File: src/rtl/load_pkg.sv
// load_pkg: shared opcode/funct3 constants and FSM state type for the load data unit.
package load_pkg;
    localparam logic [4:0] LOAD_OPCODE = 5'b00000;
    localparam logic [2:0] F3_LB  = 3'b000;
    localparam logic [2:0] F3_LH  = 3'b001;
    localparam logic [2:0] F3_LW  = 3'b010;
    localparam logic [2:0] F3_LBU = 3'b100;
    localparam logic [2:0] F3_LHU = 3'b101;
    typedef enum logic [1:0] {IDLE, REQ, WAIT, DONE} ld_state_t;
endpackage

File: src/rtl/load_extend.sv
// load_extend: selects the addressed byte/halfword of a read word and sign/zero-extends it.
module load_extend
    import load_pkg::*;
(
    input  logic [31:0] word,
    input  logic [1:0]  offset,
    input  logic [2:0]  funct3,
    output logic [31:0] result
);
    logic [7:0]  b;
    logic [15:0] h;
    always_comb begin
        b = 8'(word >> {offset, 3'b000});
        h = offset[1] ? word[31:16] : word[15:0];
        result = funct3 == F3_LB  ? {{24{b[7]}}, b} :
                 funct3 == F3_LBU ? {24'b0, b} :
                 funct3 == F3_LH  ? {{16{h[15]}}, h} :
                 funct3 == F3_LHU ? {16'b0, h} :
                 funct3 == F3_LW  ? word : 32'b0;
    end
endmodule

File: src/rtl/load_data_unit.sv
// load_data_unit: MEM-stage load FSM doing a word read handshake and formatting the writeback value.
// Define LOAD_MISALIGN_TRAP_EN to trap misaligned LH/LHU/LW instead of reading memory.
module load_data_unit
    import load_pkg::*;
#(
    parameter int TIMEOUT_CYCLES = 16,
    parameter int XLEN = 32
) (
    input  logic            clk,
    input  logic            rst,
    input  logic            issue_valid,
    input  logic [4:0]      opcode,
    input  logic [2:0]      funct3,
    input  logic [XLEN-1:0] addr,
    output logic            mem_req,
    output logic [XLEN-1:0] mem_addr,
    input  logic            mem_gnt,
    input  logic [XLEN-1:0] mem_rdata,
    input  logic            mem_rvalid,
    output logic [XLEN-1:0] load_data,
    output logic            load_done,
    output logic            stall,
    output logic            bus_err,
    output logic            misalign_exc
);
    ld_state_t   state;
    logic [7:0]  cnt;
    logic [1:0]  off;
    logic [2:0]  f3;
    logic [31:0] ext;
    logic        accept;
    logic        mis;

    load_extend u_ext (.word(mem_rdata), .offset(off), .funct3(f3), .result(ext));

    assign accept    = state == IDLE && issue_valid && opcode == LOAD_OPCODE;
    assign stall     = accept || state == REQ || state == WAIT;
    assign mem_req   = state == REQ;
    assign load_done = state == DONE;
`ifdef LOAD_MISALIGN_TRAP_EN
    assign mis = ((funct3 == F3_LH || funct3 == F3_LHU) && addr[0]) || (funct3 == F3_LW && addr[1:0] != 2'b00);
`else
    assign mis = 1'b0;
`endif

    always_ff @(posedge clk or posedge rst) begin
        if (rst) begin
            state        <= IDLE;
            cnt          <= '0;
            off          <= '0;
            f3           <= '0;
            mem_addr     <= '0;
            load_data    <= '0;
            bus_err      <= 1'b0;
            misalign_exc <= 1'b0;
        end else begin
            case (state)
                IDLE: if (accept) begin
                    off          <= addr[1:0];
                    f3           <= funct3;
                    mem_addr     <= {addr[XLEN-1:2], 2'b00};
                    bus_err      <= 1'b0;
                    misalign_exc <= mis;
                    if (mis) load_data <= '0;
                    state        <= mis ? DONE : REQ;
                end
                REQ: if (mem_gnt) begin
                    cnt   <= '0;
                    state <= WAIT;
                end
                WAIT: begin
                    cnt <= cnt + 8'd1;
                    // rvalid takes priority over a simultaneous timeout
                    if (mem_rvalid) begin
                        load_data <= ext;
                        state     <= DONE;
                    end else if (cnt == 8'(TIMEOUT_CYCLES - 1)) begin
                        load_data <= '0;
                        bus_err   <= 1'b1;
                        state     <= DONE;
                    end
                end
                default: state <= IDLE;
            endcase
        end
    end
endmodule

File: config.mk
export PLATFORM = sky130hd
export DESIGN_NAME = load_data_unit
export DESIGN_NICKNAME = d
export VERILOG_FILES = /design/src/rtl/load_pkg.sv /design/src/rtl/load_extend.sv /design/src/rtl/load_data_unit.sv
export SDC_FILE = /design/constraint.sdc
export NUM_CORES = 1
export LEC_CHECK = 0
export ABC_AREA = 1
export CORE_ASPECT_RATIO = 1.2
export CORE_MARGIN = 5
export CORE_UTILIZATION = 50
export CTS_CLUSTER_SIZE = 16
export DETAILED_ROUTE_END_ITERATION = 12
export GPL_TIMING_DRIVEN = 0
export MAX_ROUTING_LAYER = met4
export PLACE_DENSITY = 0.86
export SLEW_MARGIN = 20
export SYNTH_ARGS = -nofsm -noshare
export SYNTH_HDL_FRONTEND = slang
export SYNTH_HIERARCHICAL = 1
export SYNTH_SLANG_ARGS = --single-unit
File: constraint.sdc
create_clock -name clk -period 7.65 [get_ports clk]
set_input_delay 1.53 -clock clk [delete_from_list [all_inputs] [get_ports clk]]
set_output_delay 1.53 -clock clk [all_outputs]
set_load 0.03 [all_outputs]
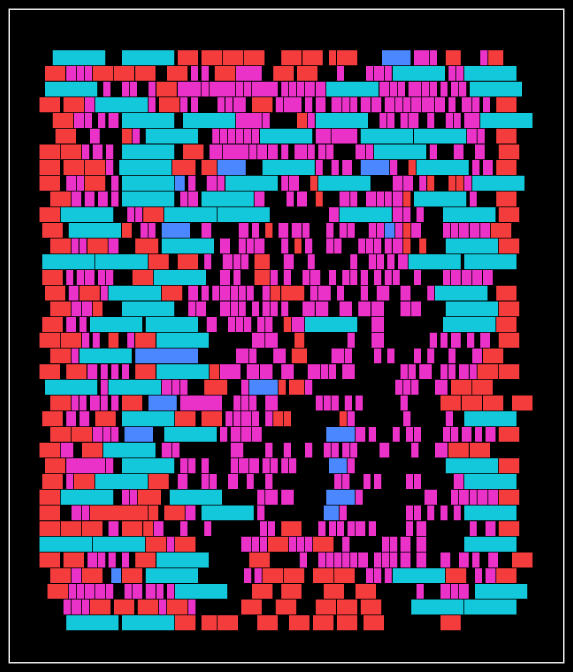
*Cell classes on the final placement, run 1*
[red] remaining buffers and delay cells | cells: 183 | share of their area: 28%
[blue] clock drivers and dummy loads | cells: 15 | share of their area: 3.1%
[cyan] sequential cells | cells: 78 | share of their area: 32%
[magenta] combinational and other logic | cells: 501 | share of their area: 37%

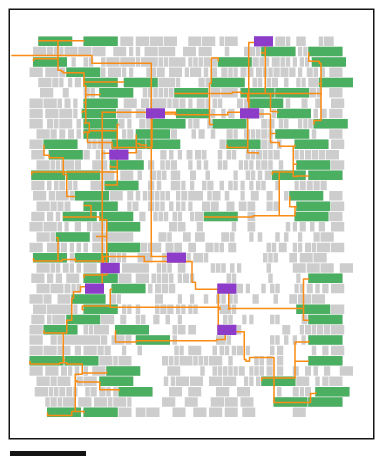
*Clock distribution, run 1*
The bar under the picture is 20 um long.
[purple] clock drivers | count: 9
[green] flip-flops | count: 78
[orange] clock wires | length: 1,040 um
flops lie: spread over the die
routed clock nets: 10
Worst-Skew Late Latency: 0.35 ns
clock share of power: 0.140

==> flow_summary.json, run 1 <==
{
  "status": "finished, final reports clean",
  "io_pins": 146,
  "route.detailed.drc": 0,
  "fin_nets": 856,
  "fp_util": 0.513,
  "fin_crit_sh": 0.676,
  "clockBufferDepth": 2,
  "total_power_mw": 2.18,
  "setup_viol": 0,
  "rsz0062_at_grt": "false",
  "drive_above_1_share": 0.0656,
  "hold_viol_final": 0,
  "grt_pass1_vias": 4608,
  "syn_area_um2": 4420,
  "log.warning_count": 30,
  "gp_congestion": 0.944,
  "end_kind": "output port",
  "detail-route-antenna-nets": 0,
  "drt_iter0_drc": 253,
  "diodes": 0,
  "cts.repair.resized": 0,
  "power.density_nw_per_um2": 351,
  "async_flop_share": 1.00,
  "yosys_area_um2": 4420,
  "die_h_um": 113,
  "numPortBuffers": 141,
  "pwr-share-seq": 0.299,
  "avgViaCountPerCell": 5.24,
  "hold_path_class": "flop to flop",
  "placed_cells": 879,
  "grt_use_total": 0.266,
  "wire_per_inst_um": 15.0,
  "synthFlopType": "dfrtp_1",
  "cp-start-kind": "input port",
  "grt_use_met1": 0.316,
  "cts_hold_buf": 0,
  "fin_area_um2": 6200,
  "clk_pin_slew_ns": 0.07,
  "timing.slew.headroom": 0.465,
  "p_sw_frac": 0.463,
  "yosys-top-cells-count": "279 x nand2_1, 117 x nand3_1, 78 x dfrtp_1",
  "cts_htree_levels": 3,
  "grt_use_met2": 0.442,
  "syn_avg_cell_area_um2": 7.15,
  "grt_busiest_layer": "met2",
  "p_sw_mw": 1.01,
  "cts_setup_buffers": 0,
  "area_growth_syn_to_layout_pct": 40.3,
  "yosysMostFrequentCell": "nand2_1",
  "vias": 4689,
  "p_comb_frac": 0.560,
  "final_max_slew_viol_count": 0,
  "max_freq_mhz": 193,
  "intPower_mw": 1.17,
  "cap_viol_max_count": 0,
  "p_leak_nw": 3.23,
  "antenna_found_initial": 0,
  "cts_sinks": 78,
  "synthCells": 618,
  "path_class": "input port to output port",
  "place_area_um2": 6010,
  "cts-root-buf": "clkbuf_8",
  "grt_use_met3": 0.0672,
  "postSynthSeqShare": 0.442,
  "hpwl_mm": 10.4,
  "tns_ns": 0,
  "worst_pin_slew_ns": 0.796,
  "yosys-top-cells-area": "dfrtp_1 44%, nand2_1 24%, nand3_1 13%",
  "cts_tree": "built",
  "ys_warn_count": 6,
  "final.min_clock_period_ns": 5.17,
  "core_area_um2": 8610,
  "worst_clock_skew_ns": 0.00898,
  "chip_area_um2": 10800,
  "whs_ns": 0.468,
  "first_pass_iters": 5,
  "grt-ovfl-total": 0,
  "yosysUniqueCellTypes": 27,
  "ys_ff": 78,
  "cp_slowest_stage_delay_ns": 0.67,
  "cpMaxStageDelayCell": "clkdlybuf4s50_1",
  "grt_start_max_net_pins": 58,
  "cp_max_fo": 10,
  "cts_made_buffers": 9,
  "synth-cells-yosys": 618,
  "edf_count": 0,
  "row_count": 37,
  "wl_mm": 13.4,
  "netlist.area_leader.share": 0.442,
  "largest_area_cell": "dfrtp_1",
  "grt_pass1_wl_mm": 22.1,
  "arrival_ns": 3.64,
  "required_ns": 6.12,
  "peakVddDrop_mv": 0.210,
  "die_w_um": 95.8,
  "crit_chain": "clkdlybuf4s50_1, nor3b_4, nand2_1, buf_4, buf_6, nand2_1, clkdlybuf4s50_1"
}
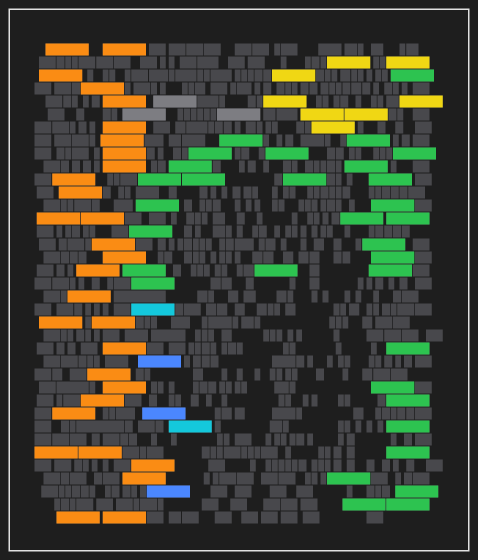
*Sequential cells coloured by netlist name, run 1*
Other sequential cells in the stronger grey, the rest of the logic in the fainter grey.
[blue] f3 | sequential cells: 3
[orange] mem_addr | sequential cells: 30 | where: a vertical strip on the left
[cyan] off | sequential cells: 2
[yellow] cnt | sequential cells: 8
[green] load_data | sequential cells: 32
not coloured: 3

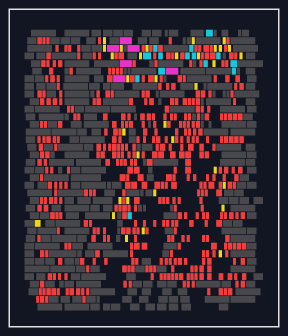
*Gate-type map, run 1*
[cyan] aoi and oai cells | cells: 14 | most used: a21oi_1
[red] nand cells | cells: 428 | most used: nand2_1 | where: spread over the die
[yellow] inv cells | cells: 33 | most used: inv_1
[magenta] fa/ha/maj cells | cells: 6 | most used: ha_1 | where: top centre
Layout Cells excl Fill: 894
Comb area share: 0.341
Commonest Layout Cell: nand2_1

[run 1: per-stage QoR]
step | utilization | setup WS, ns
finish | 0.720 | 2.48
global route | 0.720 | 2.34
CTS | 0.720 | 2.46
detailed placement | 0.698 | 2.47
global placement | 0.695 | 2.49
floorplan | - | 3.68
[run 1: power groups by stage]
stage / Clock [mW] / Sequential, mW / Combinational (mW)
floorplan: 0 / 0.885 / 0.525
global placement: 0 / 0.651 / 1.19
detailed placement: 0 / 0.657 / 1.22
CTS: 0.311 / 0.652 / 1.22
global route: 0.328 / 0.672 / 1.34
finish: 0.306 / 0.651 / 1.22
[run 1: worst max-delay path, delay by kind of cell]
kind                   cells  cell delay, ns
and+or+nand+nor            3            0.64
buffers and inverters      4            1.47
[run 1: cells in the final DEF (no fill, tap or decap), types with 2 or more instances in the layout]
master and count:
o21ai_0 4, clkbuf_1 11, nand2_2 2, nand2_1 279
clkinv_2 3, nand4_1 30, buf_1 6, nor3_1 3
inv_2 2, nor2_1 9, nand3_1 117, ha_1 6
buf_2 11, buf_6 5, conb_1 3, a21oi_1 5
clkdlybuf4s50_1 141, dfrtp_1 78, clkbuf_8 9, buf_4 8
inv_1 29, o21bai_1 3
[run 1: area by class of cell]
type / count / area, um2
Sequential cell: 78 / 1950
Clock inverter: 6 / 61.3
Multi-Input combinational cell: 468 / 2120
Timing Repair Buffer: 142 / 1440
Buffer: 41 / 235
Inverter: 33 / 126
Fill cell: 707 / 2410
Clock buffer: 9 / 124
Tap cell: 117 / 146
[run 1: routing by layer]
| metal | vias up | share of wire |
|---|---|---|
| met5 | - | 0 |
| met4 | 0 | 0.017 |
| met3 | 20 | 0.075 |
| met2 | 180 | 0.50 |
| met1 | 2189 | 0.40 |
| li1 | 2300 | - |
[run 1: flip-flops by register name, summed over array words and instances (netlist names)]
register	flops
load_data	32
mem_addr	30
cnt	8
f3	3
off	2
state	2
bus_err	1
[run 1: worst paths after layout]
path,from,to,slack (ns),depth (start not counted)
setup / recovery,opcode[1],stall,2.48,7
hold reg to reg,off[1]$_DFFE_PP0P_,off[1]$_DFFE_PP0P_,0.47,2
max in group asynchronous,rst,load_data[11]$_DFFE_PP0P_,5.57,3
hold / removal,off[1]$_DFFE_PP0P_,off[1]$_DFFE_PP0P_,0.47,2
min in group asynchronous,rst,mem_addr[21]$_DFFE_PP0P_,1.49,2
setup reg to reg,state[1]$_DFFE_PP0P_,cnt[5]$_DFFE_PP0P_,5.78,7
[run 1: cell families (layout without fill, tap and decap cells)]
kind of cell	Yosys count	after routing	synth area share
other	1	3	0.000849
AOI/OAI and AO/OA	14	14	0.0184
adders and majority gates	6	6	0.0170
and+or+nand+nor	445	445	0.441
DFF	78	78	0.442
buffers and inverters	74	231	0.0813
### Clock nets, run 1

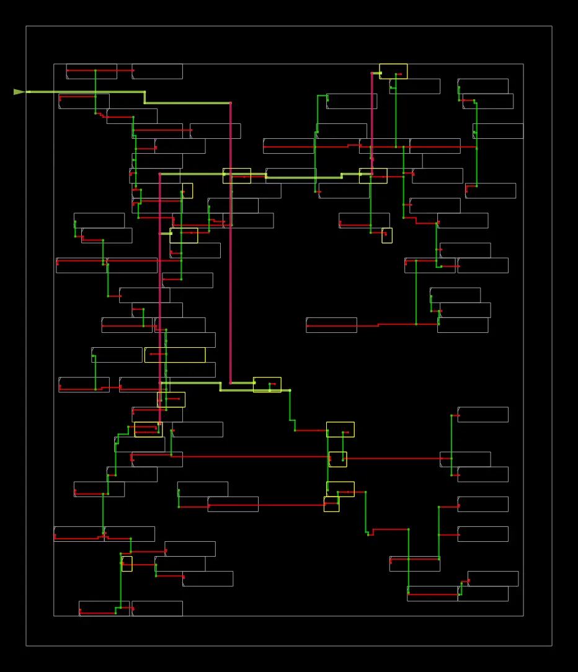

## Run 2: what changed since run 1
CORE_UTILIZATION = 42   (was 50)
PLACE_DENSITY = 0.77   (was 0.86)
clock period = 4.2 ns   (was 7.65 ns; I/O delays follow)
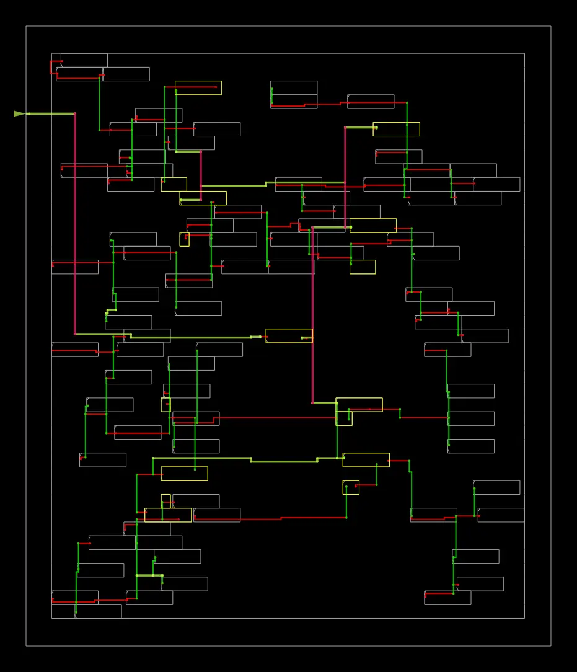
*Clock nets, run 2*
Clock Skews: 0.00338 ns
clock network power: 0.748 mW
CTS Buf Count: 9

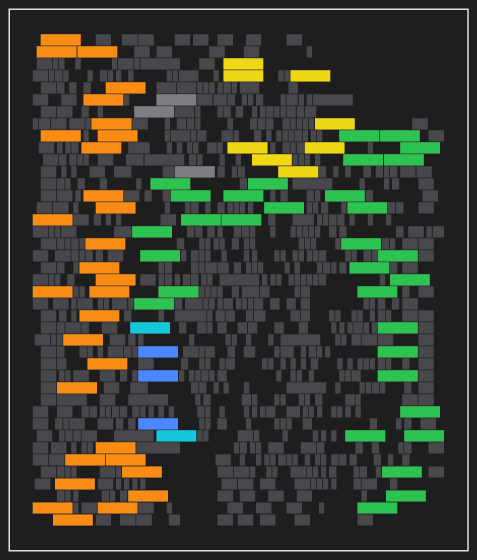
*Sequential cells coloured by netlist name, run 2*
Other sequential cells in the stronger grey, the rest of the logic in the fainter grey.
[green] load_data | sequential cells: 32
[yellow] cnt | sequential cells: 8 | where: top centre
[cyan] off | sequential cells: 2
[orange] mem_addr | sequential cells: 30 | where: a vertical strip on the left
[blue] f3 | sequential cells: 3
fraction of area in registers: 0.309
Util after Layout: 0.606
Power Sequential: 1.19 mW

==> flow_summary.json, run 2 <==
{
  "setup_viol": 0,
  "clk_pin_slew_ns": 0.06,
  "cts_hold_buf": 0,
  "reg_top3": "load_data (32), mem_addr (30), cnt (8)",
  "fin_crit_sh": 0.892,
  "synth-cells-yosys": 618,
  "grt_use_total": 0.216,
  "ys_ff": 78,
  "cp_max_fo": 10,
  "io_pins": 146,
  "grt-ovfl-total": 0,
  "yosys-top-cells-area": "dfrtp_1 44%, nand2_1 24%, nand3_1 13%",
  "wl_mm": 13.0,
  "area_growth_syn_to_layout_pct": 42.9,
  "numPortBuffers": 141,
  "drive_above_1_share": 0.0668,
  "chip_area_um2": 12700,
  "timing.slew.headroom": 0.461,
  "hold_viol_final": 0,
  "grt_pass1_vias": 4664,
  "yosysMostFrequentCell": "nand2_1",
  "path_class": "input port to output port",
  "whs_ns": 0.471,
  "yosys-top-cells-count": "279 x nand2_1, 117 x nand3_1, 78 x dfrtp_1",
  "final_common_cell": "nand2_1",
  "hpwl_mm": 10.0,
  "cts-root-buf": "clkbuf_16",
  "wire_per_inst_um": 14.3,
  "fin_area_um2": 6310,
  "diodes": 0,
  "fp_util": 0.424,
  "max_freq_mhz": 267,
  "detail-route-antenna-nets": 0,
  "postSynthSeqShare": 0.442,
  "cts_htree_levels": 3,
  "die_h_um": 122,
  "cts_tree": "built",
  "status": "finished, final reports clean",
  "final.min_clock_period_ns": 3.75,
  "p_leak_nw": 3.28,
  "peakVddDrop_mv": 0.311,
  "gp_congestion": 0.914,
  "route.detailed.drc": 0,
  "cts_sinks": 78,
  "rsz0062_at_grt": "false",
  "cp-start-kind": "input port",
  "cap_viol_max_count": 0,
  "antenna_found_initial": 0,
  "required_ns": 3.36,
  "largest_area_cell": "dfrtp_1",
  "first_pass_iters": 4,
  "power.density_nw_per_um2": 656,
  "synthCells": 618,
  "grt_pass1_wl_mm": 22.0,
  "edf_count": 0,
  "largest_reg_flops": 32,
  "yosys_area_um2": 4420,
  "synthFlopType": "dfrtp_1",
  "drt_iter0_drc": 264,
  "ys_warn_count": 6,
  "log.warning_count": 30,
  "place_area_um2": 6030,
  "core_area_um2": 10400,
  "yosysUniqueCellTypes": 27,
  "row_count": 41,
  "fill_cells": 957,
  "hold_path_class": "flop to flop",
  "async_flop_share": 1.00,
  "grt_start_max_net_pins": 59,
  "final_max_slew_viol_count": 0,
  "fin_nets": 856,
  "tns_ns": 0,
  "place_ws_ns": 0.429,
  "clock_latency_ns": 0.34,
  "die_w_um": 104,
  "arrival_ns": 2.91,
  "netlist.area_leader.share": 0.442,
  "end_kind": "output port",
  "vias": 4594,
  "avgViaCountPerCell": 5.07,
  "cts.repair.resized": 0,
  "fin_ws_ns": 0.454,
  "top_register": "load_data",
  "cts_setup_buffers": 0,
  "clockBufferDepth": 2,
  "layout_top_cells": "279 x nand2_1, 141 x clkdlybuf4s50_1, 117 x nand3_1, 78 x dfrtp_1, 30 x nand4_1",
  "syn_area_um2": 4420,
  "worst_pin_slew_ns": 0.802,
  "syn_avg_cell_area_um2": 7.15
}
run 2: netlist changes by cell type in the layout (fill, tap and decap cells not counted), sizes merged:
cell,delta
bufinv,-1
clkbuf,+2
clkinv,+1
clkinvlp,-1
run 2: per-stage QoR:
step | utilization | instances | total power, mW
finish | 0.606 | 907 | 4.14
floorplan | - | 620 | 2.57
detailed placement | 0.579 | 891 | 3.41
CTS | 0.606 | 907 | 4.17
global route | 0.606 | 907 | 4.45
global placement | 0.576 | 890 | 3.36
run 2: logic make-up after synthesis:
kind of cell,Yosys count,share of synthesized area
AND-OR/OR-AND,14,0.0184
other,1,0.000849
AND/OR/NAND/NOR,445,0.441
flip-flops,78,0.442
adder cells (fa/ha/maj),6,0.0170
buffers and inverters,74,0.0813
run 2: layer usage:
| layer | wire [um] | vias to the layer above | share of wire | GRT usage |
|---|---|---|---|---|
| li1 | - | 2308 | - | - |
| met1 | 5650 | 2081 | 0.43 | 0.261 |
| met2 | 6090 | 176 | 0.47 | 0.343 |
| met3 | 917 | 29 | 0.071 | 0.0589 |
| met4 | 344 | 0 | 0.026 | 0.0902 |
| met5 | 0 | - | 0 | - |
run 2: power by group:
group | total, mW | leakage [nW] | internal, mW | switching, mW
Combinational | 2.20 | 2.11 | 0.845 | 1.36
Sequential | 1.19 | 1.02 | 1.01 | 0.180
Clock | 0.748 | 0.146 | 0.432 | 0.315
Total | 4.14 | 3.28 | 2.29 | 1.85
run 2: critical path, stage by stage:
cell and delay (ns):
clkdlybuf4s50_1 0.44, nor3b_4 0.41, nand2_1 0.14, buf_4 0.21, buf_6 0.15, nand2_1 0.05, clkdlybuf4s50_1 0.66
run 2: area by class of cell:
type / count / area, um2 / area share
Timing Repair Buffer: 142 / 1440 / 0.228
Clock inverter: 5 / 32.5 / 0.00515
Sequential cell: 78 / 1950 / 0.309
Tap cell: 129 / 161 / 0.0256
Inverter: 33 / 126 / 0.0200
Buffer: 41 / 235 / 0.0372
Multi-Input combinational cell: 468 / 2120 / 0.335
Clock buffer: 11 / 253 / 0.0400
run 2: final timing paths:
path	from	cells past startpoint	to	slack (ns)
min	mem_addr[21]$_DFFE_PP0P_	2	mem_addr[21]$_DFFE_PP0P_	0.47
min reg2reg	mem_addr[21]$_DFFE_PP0P_	2	mem_addr[21]$_DFFE_PP0P_	0.47
max	opcode[1]	7	stall	0.45
max in group asynchronous	rst	3	load_data[3]$_DFFE_PP0P_	2.81
max reg2reg	state[0]$_DFFE_PP0P_	9	mem_addr[20]$_DFFE_PP0P_	2.41
min in group asynchronous	rst	2	mem_addr[21]$_DFFE_PP0P_	0.81
Power and IR drop assume default switching activity.
